File: config.mk
export PLATFORM = sky130hd
export DESIGN_NAME = fp_div_seq
export DESIGN_NICKNAME = d
export VERILOG_FILES = /design/src/rtl/fp_div_seq.sv
export SDC_FILE = /design/constraint.sdc
export NUM_CORES = 1
export LEC_CHECK = 0
export CAP_MARGIN = 30
export CORE_MARGIN = 4
export CORE_UTILIZATION = 56
export CTS_BUF_LIST = sky130_fd_sc_hd__clkbuf_8
export CTS_CLUSTER_SIZE = 40
export DETAILED_ROUTE_END_ITERATION = 10
export GPL_ROUTABILITY_DRIVEN = 0
export HOLD_SLACK_MARGIN = 0.15
export PLACE_DENSITY = 0.81
export SYNTH_ARGS = -nofsm -noshare
export SYNTH_HDL_FRONTEND = slang
export SYNTH_SLANG_ARGS = --single-unit
File: constraint.sdc
create_clock -name clk -period 9.7 [get_ports clk]
set_input_delay 1.94 -clock clk [delete_from_list [all_inputs] [get_ports clk]]
set_output_delay 1.94 -clock clk [all_outputs]
set_load 0.02 [all_outputs]
File: src/rtl/fp_div_seq.sv
// Iterative binary32 divider, one restoring-division quotient bit per cycle.
// Subnormals flush to zero; valid/ready handshake on both sides, one op in flight.
module fp_div_seq #(
  parameter int          QBITS     = 27,
  parameter logic [31:0] NAN_CANON = 32'h7FC0_0000
) (
  input  logic        clk,
  input  logic        rst_n,
  input  logic        in_valid,
  output logic        in_ready,
  input  logic [31:0] fp_X,
  input  logic [31:0] fp_Y,
  input  logic [2:0]  r_mode,
  output logic        out_valid,
  input  logic        out_ready,
  output logic [31:0] fp_Z,
  output logic        ovrf,
  output logic        udrf
);

  typedef enum logic [1:0] {
    IDLE       = 2'd0,
    DIVIDE     = 2'd1,
    NORM_ROUND = 2'd2,
    DONE       = 2'd3
  } state_t;

  // Rounding increment from lsb, guard and the OR of round/sticky; codes 101-111 fall to RNE.
  function automatic logic round_inc(input logic [2:0] rm, input logic sgn,
                                     input logic lsb, input logic g, input logic rs);
    logic inc;
    case (rm)
      3'b001:  inc = 1'b0;
      3'b010:  inc = sgn & (g | rs);
      3'b011:  inc = ~sgn & (g | rs);
      3'b100:  inc = g;
      default: inc = g & (rs | lsb);
    endcase
    return inc;
  endfunction

  function automatic logic [31:0] ovf_result(input logic [2:0] rm, input logic sgn);
    logic [31:0] res;
    case (rm)
      3'b001:  res = {sgn, 8'hFE, 23'h7F_FFFF};
      3'b010:  res = sgn ? {sgn, 8'hFF, 23'd0} : {sgn, 8'hFE, 23'h7F_FFFF};
      3'b011:  res = sgn ? {sgn, 8'hFE, 23'h7F_FFFF} : {sgn, 8'hFF, 23'd0};
      default: res = {sgn, 8'hFF, 23'd0};
    endcase
    return res;
  endfunction

  state_t             state_r, state_s;
  logic               in_ready_r, out_valid_r, ovrf_r, udrf_r;
  logic [31:0]        fp_z_r;
  logic               sign_r;
  logic [2:0]         rmode_r;
  logic signed [9:0]  exp_r;
  logic [23:0]        div_r;
  logic [24:0]        rem_r;
  logic [QBITS-1:0]   quo_r;
  logic [4:0]         cnt_r;

  logic               accept_s, special_s;
  logic [31:0]        special_z_s;
  logic               ge_s;
  logic [23:0]        rem_sub_s;
  logic               norm_s, guard_s, rnd_s, sticky_s, inc_s;
  logic [23:0]        mant_s;
  logic [24:0]        mant_rnd_s;
  logic [22:0]        frac_s;
  logic signed [9:0]  exp_n_s, exp_f_s;
  logic [31:0]        res_z_s;
  logic               res_ovrf_s, res_udrf_s;

  assign accept_s  = in_valid & in_ready_r;
  assign in_ready  = in_ready_r;
  assign out_valid = out_valid_r;
  assign fp_Z      = fp_z_r;
  assign ovrf      = ovrf_r;
  assign udrf      = udrf_r;

  // Special-operand decode on the live inputs, used only on the accept edge.
  always_comb begin
    logic x_zero, y_zero, x_inf, y_inf, x_nan, y_nan, sgn;
    x_zero      = (fp_X[30:23] == 8'd0);
    y_zero      = (fp_Y[30:23] == 8'd0);
    x_inf       = (fp_X[30:23] == 8'hFF) & (fp_X[22:0] == 23'd0);
    y_inf       = (fp_Y[30:23] == 8'hFF) & (fp_Y[22:0] == 23'd0);
    x_nan       = (fp_X[30:23] == 8'hFF) & (fp_X[22:0] != 23'd0);
    y_nan       = (fp_Y[30:23] == 8'hFF) & (fp_Y[22:0] != 23'd0);
    sgn         = fp_X[31] ^ fp_Y[31];
    special_s   = 1'b1;
    special_z_s = 32'd0;
    if (x_nan | y_nan | (x_zero & y_zero) | (x_inf & y_inf)) begin
      special_z_s = NAN_CANON;
    end else if (x_inf | y_zero) begin
      special_z_s = {sgn, 8'hFF, 23'd0};
    end else if (x_zero | y_inf) begin
      special_z_s = {sgn, 31'd0};
    end else begin
      special_s = 1'b0;
    end
  end

  // One restoring step: the remainder stays below twice the divisor, so 25 bits suffice.
  always_comb begin
    ge_s      = (rem_r >= {1'b0, div_r});
    rem_sub_s = ge_s ? 24'(rem_r - {1'b0, div_r}) : rem_r[23:0];
  end

  // Normalise, round and classify the finished quotient.
  always_comb begin
    norm_s     = quo_r[QBITS-1];
    mant_s     = norm_s ? quo_r[QBITS-1 -: 24] : quo_r[QBITS-2 -: 24];
    guard_s    = norm_s ? quo_r[QBITS-25] : quo_r[QBITS-26];
    rnd_s      = norm_s ? quo_r[QBITS-26] : quo_r[QBITS-27];
    sticky_s   = (norm_s & quo_r[0]) | (|rem_r);
    inc_s      = round_inc(rmode_r, sign_r, mant_s[0], guard_s, rnd_s | sticky_s);
    mant_rnd_s = {1'b0, mant_s} + {24'd0, inc_s};
    frac_s     = mant_rnd_s[24] ? mant_rnd_s[23:1] : mant_rnd_s[22:0];
    exp_n_s    = norm_s ? exp_r : exp_r - 10'sd1;
    exp_f_s    = mant_rnd_s[24] ? exp_n_s + 10'sd1 : exp_n_s;
    res_z_s    = {sign_r, exp_f_s[7:0], frac_s};
    res_ovrf_s = 1'b0;
    res_udrf_s = 1'b0;
    if (exp_n_s <= 10'sd0) begin
      res_z_s    = {sign_r, 31'd0};
      res_udrf_s = 1'b1;
    end else if (exp_f_s >= 10'sd255) begin
      res_z_s    = ovf_result(rmode_r, sign_r);
      res_ovrf_s = 1'b1;
    end else begin
      res_ovrf_s = 1'b0;
    end
  end

  // Next-state logic.
  always_comb begin
    state_s = state_r;
    case (state_r)
      IDLE: begin
        if (accept_s) begin
          state_s = special_s ? DONE : DIVIDE;
        end else begin
          state_s = IDLE;
        end
      end
      DIVIDE: begin
        if (cnt_r == 5'(QBITS - 1)) begin
          state_s = NORM_ROUND;
        end else begin
          state_s = DIVIDE;
        end
      end
      NORM_ROUND: state_s = DONE;
      DONE: begin
        if (out_ready) begin
          state_s = IDLE;
        end else begin
          state_s = DONE;
        end
      end
      default: state_s = IDLE;
    endcase
  end

  // State register with handshake outputs registered from the next state.
  always_ff @(posedge clk or negedge rst_n) begin
    if (!rst_n) begin
      state_r     <= IDLE;
      in_ready_r  <= 1'b1;
      out_valid_r <= 1'b0;
    end else begin
      state_r     <= state_s;
      in_ready_r  <= (state_s == IDLE);
      out_valid_r <= (state_s == DONE);
    end
  end

  // Operand capture and the iterative divide datapath.
  always_ff @(posedge clk or negedge rst_n) begin
    if (!rst_n) begin
      sign_r  <= 1'b0;
      rmode_r <= 3'd0;
      exp_r   <= 10'sd0;
      div_r   <= 24'd0;
      rem_r   <= 25'd0;
      quo_r   <= '0;
      cnt_r   <= 5'd0;
    end else if (state_r == IDLE && accept_s) begin
      sign_r  <= fp_X[31] ^ fp_Y[31];
      rmode_r <= r_mode;
      exp_r   <= $signed({2'b00, fp_X[30:23]}) - $signed({2'b00, fp_Y[30:23]}) + 10'sd127;
      div_r   <= {1'b1, fp_Y[22:0]};
      rem_r   <= {2'b01, fp_X[22:0]};
      quo_r   <= '0;
      cnt_r   <= 5'd0;
    end else if (state_r == DIVIDE) begin
      rem_r   <= {rem_sub_s, 1'b0};
      quo_r   <= {quo_r[QBITS-2:0], ge_s};
      cnt_r   <= cnt_r + 5'd1;
    end
  end

  // Result registers: loaded for specials at accept or after rounding, otherwise held.
  always_ff @(posedge clk or negedge rst_n) begin
    if (!rst_n) begin
      fp_z_r <= 32'd0;
      ovrf_r <= 1'b0;
      udrf_r <= 1'b0;
    end else if (state_r == IDLE && accept_s && special_s) begin
      fp_z_r <= special_z_s;
      ovrf_r <= 1'b0;
      udrf_r <= 1'b0;
    end else if (state_r == NORM_ROUND) begin
      fp_z_r <= res_z_s;
      ovrf_r <= res_ovrf_s;
      udrf_r <= res_udrf_s;
    end
  end

endmodule

clock_nets.png
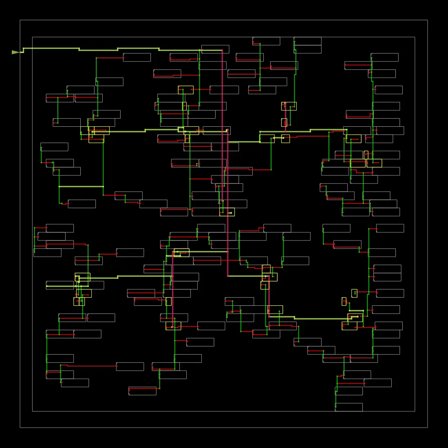
Final Skew: 6.39 ps
insertion delay of the later-clocked pin in the worst-skew pair: 450 ps
clock buffer count: 18
Clk. pwr: 0.391 mW

clock_wires.png
Drawn at 4 px/um.
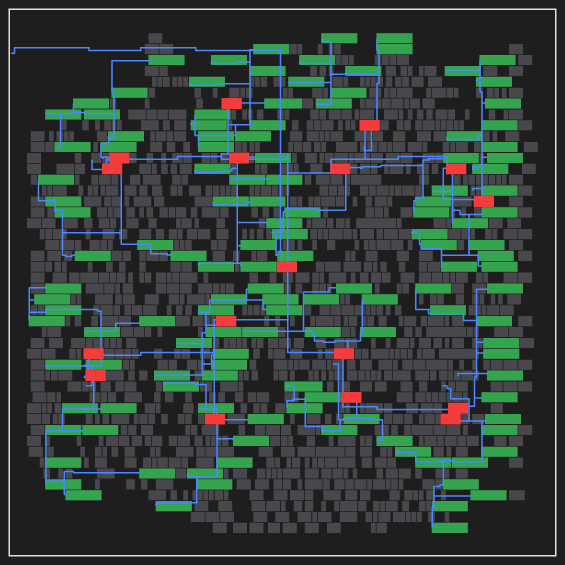
legend:
  clock wires:
    colour: blue
    length: 1720 um
  flip-flops:
    colour: green
    count: 133
  clock-net drivers:
    colour: red
    count: 17
routed clock nets: 18
flops lie: all over the die
clock network power share: 10.9%

pinout.png
Drawn at 2 px/um. Pins as bars across the die edge, other pins in grey.
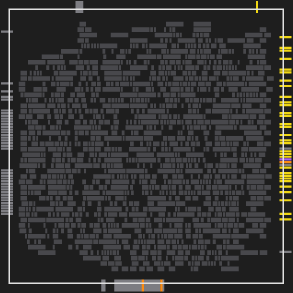
legend:
  udrf:
    colour: purple
    pins: 1
    direction: output
    edge: right
  r_mode:
    colour: orange
    pins: 3
    direction: input
    edge: 2 bottom, 1 right
  fp_Z:
    colour: yellow
    pins: 32
    direction: output
    edge: 31 right, 1 top
all pins by edge: 37 left, 36 right, 29 bottom, 5 top
Port Buffers: 106
Chip Width: 136 um

==> CHANGELOG.md <==
### Implementation results

* Relative slew slack at ~46%
* Layout cells sized above 1 at 5.40%
* Post-Route Setup TNS at 0 ps
* Max Cap Violations at 0
* # fillers at approximately 1300
* Synth Net Count at 1235
* Clock Sinks at 133
* Core area at between 15000 and 20000 sq um
* First-pass GRT wire length at 38700 um
* R2R depth at 16
* Slew Limit Fails at 0
* Distinct lib cells at 73
* # Cells Yosys at 1121
* Cell area leaders: dfrtp_1, nand2_1, ha_1, o21ai_0, xnor2_1
* Crit-path max FO at 63
* Type of origin of the critical path: flop
* Routed wire length per instance at 16.5 um
* Ys async rst share at 100%
* Nets at 1304
* Status: completed
* Mapped cell area at between 9000 and 10000 sq um
* Clock root cell: clkbuf_8
* Post-synth top area cell: dfrtp_1
* Post-Synthesis Cells at 1121
* H-tree levels at 4
* Ys Warns at 0
* Most frequent cells after synthesis: nand2_1, dfrtp_1, o21ai_0, nor2_1, a21oi_1
==> cell usage in the layout, fill, tap and decap left out, drive strengths merged, types with 19 or more instances in the layout <==
cell	count
a21oi	71
clkdlybuf4s50	105
dfrtp	132
ha	41
inv	60
nand2	172
nand3	49
nand4	19
nor2	83
nor4	24
o21ai	101
xnor2	41
xor2	36
==> power by group <==
part | switching (mW) | internal [mW]
logic | 1.25 | 0.902
clock network | 0.216 | 0.176
registers | 0.260 | 0.804
==> cell families after synthesis <==
group,Yosys count,synth area share [%]
XOR/XNOR,77,7.32
flip-flops,133,36.1
AND-OR/OR-AND,298,21.0
AND/OR/NAND/NOR,427,21.8
adder cells (fa/ha/maj),43,6.00
multiplexers,22,2.44
buffers and inverters,121,5.32
==> per-stage QoR <==
stage | util (%) | cells | setup slack (ps) | hold WS (ps)
2_1_floorplan | - | 1121 | 4610 | 418
3_3_place_gp | 64.7 | 1387 | 4740 | 432
3_5_place_dp | 64.7 | 1387 | 4560 | 453
4_1_cts | 66.7 | 1419 | 4550 | 471
5_1_grt | 66.7 | 1419 | 4100 | 504
6_report | 66.7 | 1419 | 4490 | 471
==> cell type report <==
class                      count  area share, %
clock inverter                14          0.704
sequential                   133           31.2
multi-input combinational    867           50.7
timing repair buffer         115           10.6
clock buffer                  18           2.32
inverter                      56           1.97
tap                          216           2.53
==> routing by layer <==
layer  vias to the layer above  GRT usage, %  share of wire, %
met4                         0          7.95               2.2
li1                       4107             -                 -
met1                      3969          35.5                45
met2                       346          41.2                46
met3                        45          5.07               6.9
met5                         -             0                 0
==> registers in the layout, indices dropped and copies added, names as in the netlist <==
name,count
rem_r,25
rmode_r,3
state_r,2
exp_r,10
out_valid,1
udrf,1
div_r,24
fp_Z,32
quo_r,27
in_ready,1
sign_r,1
ovrf,1
cnt_r,5
==> final timing paths <==
path | startpoint | endpoint | slack [ps]
max | quo_r[26] | fp_Z[2] | 4490
min | div_r[23] | div_r[23] | 470
max reg2reg | quo_r[26] | fp_Z[2] | 4490
max in group asynchronous | rst_n | quo_r[26] | 7030
min in group asynchronous | rst_n | exp_r[6] | 1560
min reg2reg | div_r[23] | div_r[23] | 470
==> worst reg2reg max path, cell delays in order (launching register included) <==
cell and delay (ps):
dfrtp_2 340, buf_4 530, mux2_2 340, o21ai_0 70, and3_1 190, o21ai_0 160, ha_1 220, ha_1 190
nand2_1 100, a2111oi_4 490, nand4_4 400, a2111oi_4 400, xnor2_1 170, o41ai_4 520, and2_4 360, mux2i_1 410
o221ai_1 170
Power and IR drop assume default switching activity.
